Fig. 1: power grid
The bar under the picture is 50 um long. Pins as bars on the die edge. Tap cells in gray.
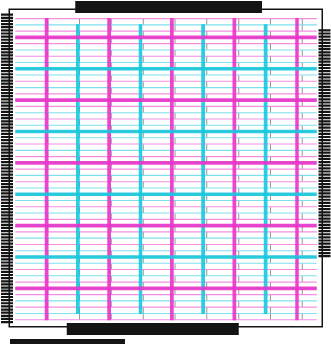
Fig. 2: cell classes on the final placement
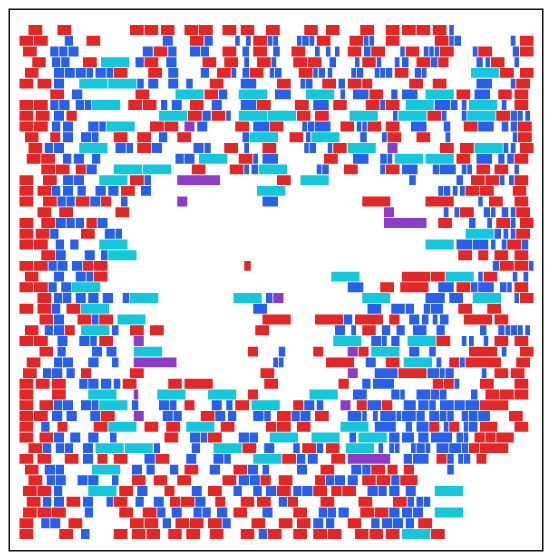
Fig. 3: clock wires, drivers and flops
The bar under the picture is 50 um long.
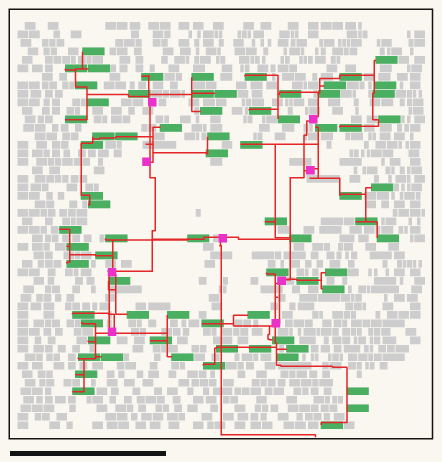
Fig. 4: signal wires by layer
The bar under the picture is 50 um long. Two of the layers only.
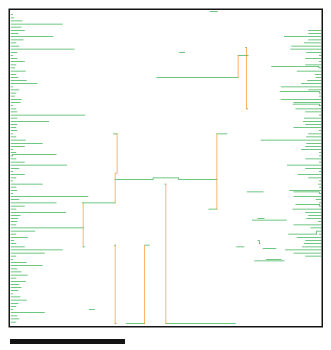
### src/rtl/fifo_rr_arbiter_pkg.sv
// Shared types and helpers for the round-robin Fifo write-port arbiter.
package fifo_rr_arbiter_pkg;

    typedef enum logic {
        ST_IDLE = 1'b0,
        ST_PKT  = 1'b1
    } lock_state_e;

    localparam int unsigned ARB_N_DEF    = 4;
    localparam int unsigned ARB_DATA_DEF = 64;

    // Source-tag width: log2 of the requester count, never below one bit.
    function automatic int unsigned log2_min1(input int unsigned n);
        return (n <= 1) ? 1 : $clog2(n);
    endfunction

    // Low bit of requester k's slice in the flattened payload bus.
    function automatic int unsigned dat_lsb(input int unsigned k, input int unsigned w);
        return k * w;
    endfunction

endpackage

### src/rtl/fifo_rr_arbiter_rr_pick.sv
// Round-robin picker: first request at or above ptr, wrapping, via a double-width priority encode.
module fifo_rr_arbiter_rr_pick #(
    parameter int unsigned N    = 4,
    parameter int unsigned SRCW = 2
) (
    input  logic [N-1:0]    req_i,
    input  logic [SRCW-1:0] ptr_i,
    output logic [N-1:0]    grant_o,
    output logic [SRCW-1:0] idx_o
);

    logic [N-1:0]   below_ptr;
    logic [2*N-1:0] dbl;
    logic           found;

    // Lower half holds requests at/above ptr, upper half the full vector for the wrap.
    always_comb begin
        below_ptr = (N'(1) << ptr_i) - N'(1);
        dbl       = {req_i, req_i & ~below_ptr};
        grant_o   = '0;
        idx_o     = '0;
        found     = 1'b0;
        for (int unsigned i = 0; i < 2 * N; i++) begin
            if (dbl[i] && !found) begin
                found            = 1'b1;
                grant_o[i % N]   = 1'b1;
                idx_o            = SRCW'(i % N);
            end
        end
    end

endmodule

### src/rtl/fifo_rr_arbiter.sv
// N-to-1 round-robin arbiter with packet lock and a registered output feeding a Fifo write port.
// Optional: define ARB_CH0_PRIO_EN to give requester 0 fixed priority outside of a locked packet.
module fifo_rr_arbiter
    import fifo_rr_arbiter_pkg::*;
#(
    parameter int unsigned N    = ARB_N_DEF,
    parameter int unsigned DATA = ARB_DATA_DEF,
    parameter int unsigned SRCW = log2_min1(N)
) (
    input  logic              clk,
    input  logic              rstN,
    input  logic              clear,
    input  logic [N-1:0]      iValid,
    output logic [N-1:0]      iReady,
    input  logic [N-1:0]      iLast,
    input  logic [N*DATA-1:0] iDat,
    output logic              oValid,
    input  logic              oReady,
    output logic [DATA-1:0]   oDat,
    output logic              oLast,
    output logic [SRCW-1:0]   oSrc,
    output logic              locked
);

    logic            valid_q, valid_d;
    logic [DATA-1:0] dat_q, dat_d;
    logic            last_q, last_d;
    logic [SRCW-1:0] src_q, src_d;
    logic [SRCW-1:0] lock_src_q, lock_src_d;
    logic [SRCW-1:0] ptr_q, ptr_d;
    lock_state_e     state_q, state_d;

    logic            slot_free;
    logic [N-1:0]    rr_req, rr_grant, grant;
    logic [SRCW-1:0] rr_idx, grant_idx, ptr_inc;
    logic            accept, acc_last;
    logic [DATA-1:0] acc_dat;

    assign slot_free = !valid_q || oReady;

    // Requester 0 leaves the rotation when it has fixed priority.
    always_comb begin
        rr_req = iValid;
`ifdef ARB_CH0_PRIO_EN
        if (N > 1) rr_req[0] = 1'b0;
`endif
    end

    fifo_rr_arbiter_rr_pick #(
        .N    (N),
        .SRCW (SRCW)
    ) u_rr_pick (
        .req_i   (rr_req),
        .ptr_i   (ptr_q),
        .grant_o (rr_grant),
        .idx_o   (rr_idx)
    );

    // A locked packet owns the port; a bubble from its owner grants nobody.
    always_comb begin
        grant     = '0;
        grant_idx = '0;
        if (state_q == ST_PKT) begin
            if (iValid[lock_src_q]) begin
                grant[lock_src_q] = 1'b1;
                grant_idx         = lock_src_q;
            end
        end
`ifdef ARB_CH0_PRIO_EN
        else if (iValid[0]) begin
            grant[0] = 1'b1;
        end
`endif
        else begin
            grant     = rr_grant;
            grant_idx = rr_idx;
        end
    end

    assign iReady   = grant & {N{slot_free && rstN && !clear}};
    assign accept   = |iReady;
    assign acc_last = iLast[grant_idx];
    assign acc_dat  = iDat[dat_lsb(32'(grant_idx), DATA) +: DATA];

    always_comb begin
        ptr_inc = (32'(grant_idx) == N - 1) ? '0 : grant_idx + SRCW'(1);
`ifdef ARB_CH0_PRIO_EN
        if ((N > 1) && (ptr_inc == '0)) ptr_inc = SRCW'(1);
`endif
    end

    always_comb begin
        valid_d    = valid_q;
        dat_d      = dat_q;
        last_d     = last_q;
        src_d      = src_q;
        lock_src_d = lock_src_q;
        ptr_d      = ptr_q;
        state_d    = state_q;
        if (clear) begin
            valid_d = 1'b0;
            ptr_d   = '0;
            state_d = ST_IDLE;
        end else if (accept) begin
            valid_d = 1'b1;
            dat_d   = acc_dat;
            last_d  = acc_last;
            src_d   = grant_idx;
            if (acc_last) ptr_d = ptr_inc;
            unique case (state_q)
                ST_IDLE: if (!acc_last) begin
                    state_d    = ST_PKT;
                    lock_src_d = grant_idx;
                end
                ST_PKT:  if (acc_last) state_d = ST_IDLE;
                default: state_d = ST_IDLE;
            endcase
        end else if (slot_free) begin
            valid_d = 1'b0;
        end
    end

    always_ff @(posedge clk) begin
        if (!rstN) begin
            valid_q    <= 1'b0;
            dat_q      <= '0;
            last_q     <= 1'b0;
            src_q      <= '0;
            lock_src_q <= '0;
            ptr_q      <= '0;
            state_q    <= ST_IDLE;
        end else begin
            valid_q    <= valid_d;
            dat_q      <= dat_d;
            last_q     <= last_d;
            src_q      <= src_d;
            lock_src_q <= lock_src_d;
            ptr_q      <= ptr_d;
            state_q    <= state_d;
        end
    end

    assign oValid = valid_q;
    assign oDat   = dat_q;
    assign oLast  = last_q;
    assign oSrc   = src_q;
    assign locked = (state_q == ST_PKT);

    grant_onehot_a: assert property (@(posedge clk) disable iff (!rstN) $onehot0(grant));

    out_stable_a: assert property (@(posedge clk) disable iff (!rstN)
        (valid_q && !oReady && !clear) |=> ($stable(dat_q) && $stable(last_q) && $stable(src_q)));

    lock_owner_a: assert property (@(posedge clk) disable iff (!rstN)
        ((state_q == ST_PKT) && accept) |-> (grant_idx == lock_src_q));

endmodule

### config.mk
export PLATFORM = sky130hd
export DESIGN_NAME = fifo_rr_arbiter
export DESIGN_NICKNAME = d
export VERILOG_FILES = /design/src/rtl/fifo_rr_arbiter_pkg.sv /design/src/rtl/fifo_rr_arbiter_rr_pick.sv /design/src/rtl/fifo_rr_arbiter.sv
export SDC_FILE = /design/constraint.sdc
export NUM_CORES = 1
export LEC_CHECK = 0
export CORE_AREA = 2 2 133 135
export CTS_BUF_LIST = sky130_fd_sc_hd__clkbuf_4
export DETAILED_ROUTE_END_ITERATION = 7
export DIE_AREA = 0 0 135 137
export HOLD_SLACK_MARGIN = 0.05
export PLACE_DENSITY = 0.68
export SYNTH_ARGS = -nofsm -noshare
export SYNTH_HDL_FRONTEND = slang
export SYNTH_SLANG_ARGS = --single-unit
### constraint.sdc
create_clock -name clk -period 2.8 [get_ports clk]
set_clock_uncertainty 0.1 [all_clocks]
set_input_delay 0.56 -clock clk [delete_from_list [all_inputs] [get_ports clk]]
set_output_delay 0.56 -clock clk [all_outputs]
set_load 0.05 [all_outputs]
==> impl_metrics.env <==
# flow metrics
export IMPL_total_power_mw=4.250
export IMPL_clk_latency_ns=0.43
export IMPL_gp_congestion=0.8423
export IMPL_cp_depth=8
export IMPL_crit_start="iValid[3]"
export IMPL_ys_sh_xor=0
export IMPL_fmax_ghz=0.3730
export IMPL_finalSetupTns_ns=0
export IMPL_hold_ws_ns=0.3646
export IMPL_finalClockPeriodUsage=0.9576
export IMPL_power_switching_mw=1.592
export IMPL_crit_path_top_delay_cell="clkdlybuf4s50_1"
export IMPL_power_leader="combinational cells"
export IMPL_topCombFamilyByArea="simple AND/OR/NAND/NOR gates"
export IMPL_finalNetCount=1246
export IMPL_area_leaders="dfxtp_1, a211oi_1, nor2b_1"
export IMPL_final_setup_worst_slack_ns=0.1188
export IMPL_ys_warnings_count=0
export IMPL_r2r_start="ptr_q[1]$_SDFFE_PP0P_"
export IMPL_r2r_slack_ns=0.45
export IMPL_ant_nets=0
export IMPL_cts_buffers=9
export IMPL_synthToLayoutAreaGrowth_pct=83.87
export IMPL_clk_power_mw=0.926
export IMPL_cp_top_family="buffers and inverters"
export IMPL_antenna_found_initial=2
export IMPL_hold_viol=0
export IMPL_cts_resized_gates=0
export IMPL_netSwitchingFraction=0.3745
export IMPL_ff2ff_path_depth=8
export IMPL_num_io_pins=341
export IMPL_dpl_instance_area_sq_mm=0.008811
export IMPL_power_density_mw_per_mm2=470.0
export IMPL_path_class="primary input to output port"
export IMPL_hold_class="register to register"
export IMPL_p_clk_frac=0.218
export IMPL_outcome="complete, no violations"
export IMPL_sequentialPower_mw=1.26
export IMPL_grt_ovfl_total=0
export IMPL_comb_power_mw=2.07
export IMPL_drive_above_1_share=0.09063
export IMPL_drcViolationCount=0
export IMPL_fa_ha_area_frac=0
export IMPL_worstPathRequired_ns=2.14
export IMPL_cap_violations=0
export IMPL_combPwrFrac=0.486
export IMPL_crit_path_cell_trace="clkdlybuf4s50_1 -> nor2_2 -> o221ai_2 -> buf_4 -> nor2_1 -> a31oi_1 -> nor2_1 -> clkbuf_16"
export IMPL_yosys_area_top_type="dfxtp_1"
export IMPL_mux_area_frac=0.01730
export IMPL_ys_types=49
export IMPL_grt_first_pass_wirelength_mm=29.90
export IMPL_cts_sinks=73
export IMPL_dp_cells=1192
export IMPL_grt_max_degree=70
export IMPL_end_kind="output port"
export IMPL_endpoint="iReady[1]"
export IMPL_h_tree_depth=3
export IMPL_warnings=26
export IMPL_lay_top_cells="clkdlybuf4s50_1, nand2_1, nand3_1, nor2b_1, a211oi_1"
export IMPL_start_kind="primary input"
export IMPL_hold_start="oLast$_SDFFE_PN0P_"
export IMPL_ys_cells=642
export IMPL_via_per_inst=4.922
export IMPL_ys_chip_area_sq_mm=0.004918
export IMPL_port_buffers=340
export IMPL_flop_cell="dfxtp_1"
export IMPL_worstMarginPinSlew_ns=0.7771
export IMPL_p_int_mw=2.658
export IMPL_synth_top_cell_by_count="nand2_1"
export IMPL_hpwlAfterDp_mm=15.42
export IMPL_cts_tree="built"
export IMPL_cp_arrival_ns=2.02
export IMPL_dieArea_sq_mm=0.01850
export IMPL_rsz0062_at_grt="false"
export IMPL_hold_path_end="oLast$_SDFFE_PN0P_"
export IMPL_power_frac_seq=0.296
export IMPL_syn_inst=642
export IMPL_grt_pass1_vias=5765
export IMPL_critical_path_max_stage_delay_ns=0.51
export IMPL_fp_nets=910
export IMPL_crit_fanout=5
export IMPL_period_needed_ns=2.681
export IMPL_asyncSetResetFlopFracSynth=0
export IMPL_max_slew_margin_rel=0.4819
export IMPL_dr_pass1_iters=4
export IMPL_pre_cts_ws_ns=-0.1351
export IMPL_setup_viol=0
export IMPL_design_area_sq_mm=0.009044
export IMPL_synth_seq_share=0.2971
export IMPL_synth_cellmix_simpleShare=0.3078
export IMPL_aoi_share=0.2943
export IMPL_fin_cells=1209
export IMPL_cts_root_buffer="clkbuf_4"
export IMPL_post_route_util=0.5302
export IMPL_hold_path_depth=2
export IMPL_edf_count=0
export IMPL_ctsHoldBuffers=0
export IMPL_clk_pin_slew_ns=0.11
export IMPL_maxSlewViolCount=0
export IMPL_crit_buf_inv=3
export IMPL_ir_drop_mv=0.1870
export IMPL_leakage_nw=3.280
export IMPL_die_width_um=135
export IMPL_ys_seq_elements=73
Notes on Fig. 1 above:
[VDD] cyan
[VSS] magenta
met1 rails: 49
signal pins: 341
tap cells: 225
met4 straps: 9
met5 straps: 9

Notes on Fig. 2 above:
[remaining logic cells] blue | cells: 500
[clock drivers and dummy loads] purple | cells: 15
[remaining buffers and delay cells] red | cells: 394
[registers] cyan | cells: 73
register share of the cell area: 0.1616
Core Area: 0.01706 sq mm
FP Rows: 48

Notes on Fig. 3 above:
[flip-flops] green | count: 73
[clock-net drivers] magenta | count: 9
[clock wires] red | length: 1,120 um
flops lie: all over the die
routed clock nets: 10

Notes on Fig. 4 above:
[M3] green | wire length: 1,400 um
[M4] orange | wire length: 247 um
Via Count: 5,951
Global Route Usage Sum: 0.2063
drt total wl: 19.68 mm
post-DR wirelength/cell: 16.28 um

-- area by class of cell --
type	instances	area, sq um
Sequential cell	73	1461
Fill cell	1649	8013
Inverter	6	22.52
Tap cell	225	281.5
Multi-Input combinational cell	494	3080
Antenna cell	2	5.005
Timing Repair Buffer	394	3994
Clock buffer	9	67.56
Clock inverter	6	131.4
-- metal layers --
layer / GRT usage / up-vias / routed length, um
li1: - / 3021 / -
met1: 0.2395 / 2700 / 8158
met2: 0.3756 / 212 / 9876
met3: 0.04778 / 18 / 1402
met4: 0.06424 / 0 / 247
met5: 0 / - / 0
-- sequential cells by signal, indices dropped and copies added (netlist names) --
| name | cells |
|---|---|
| lock_src_q | 2 |
| locked | 1 |
| oDat | 64 |
| oLast | 1 |
| oSrc | 2 |
| oValid | 1 |
| ptr_q | 2 |
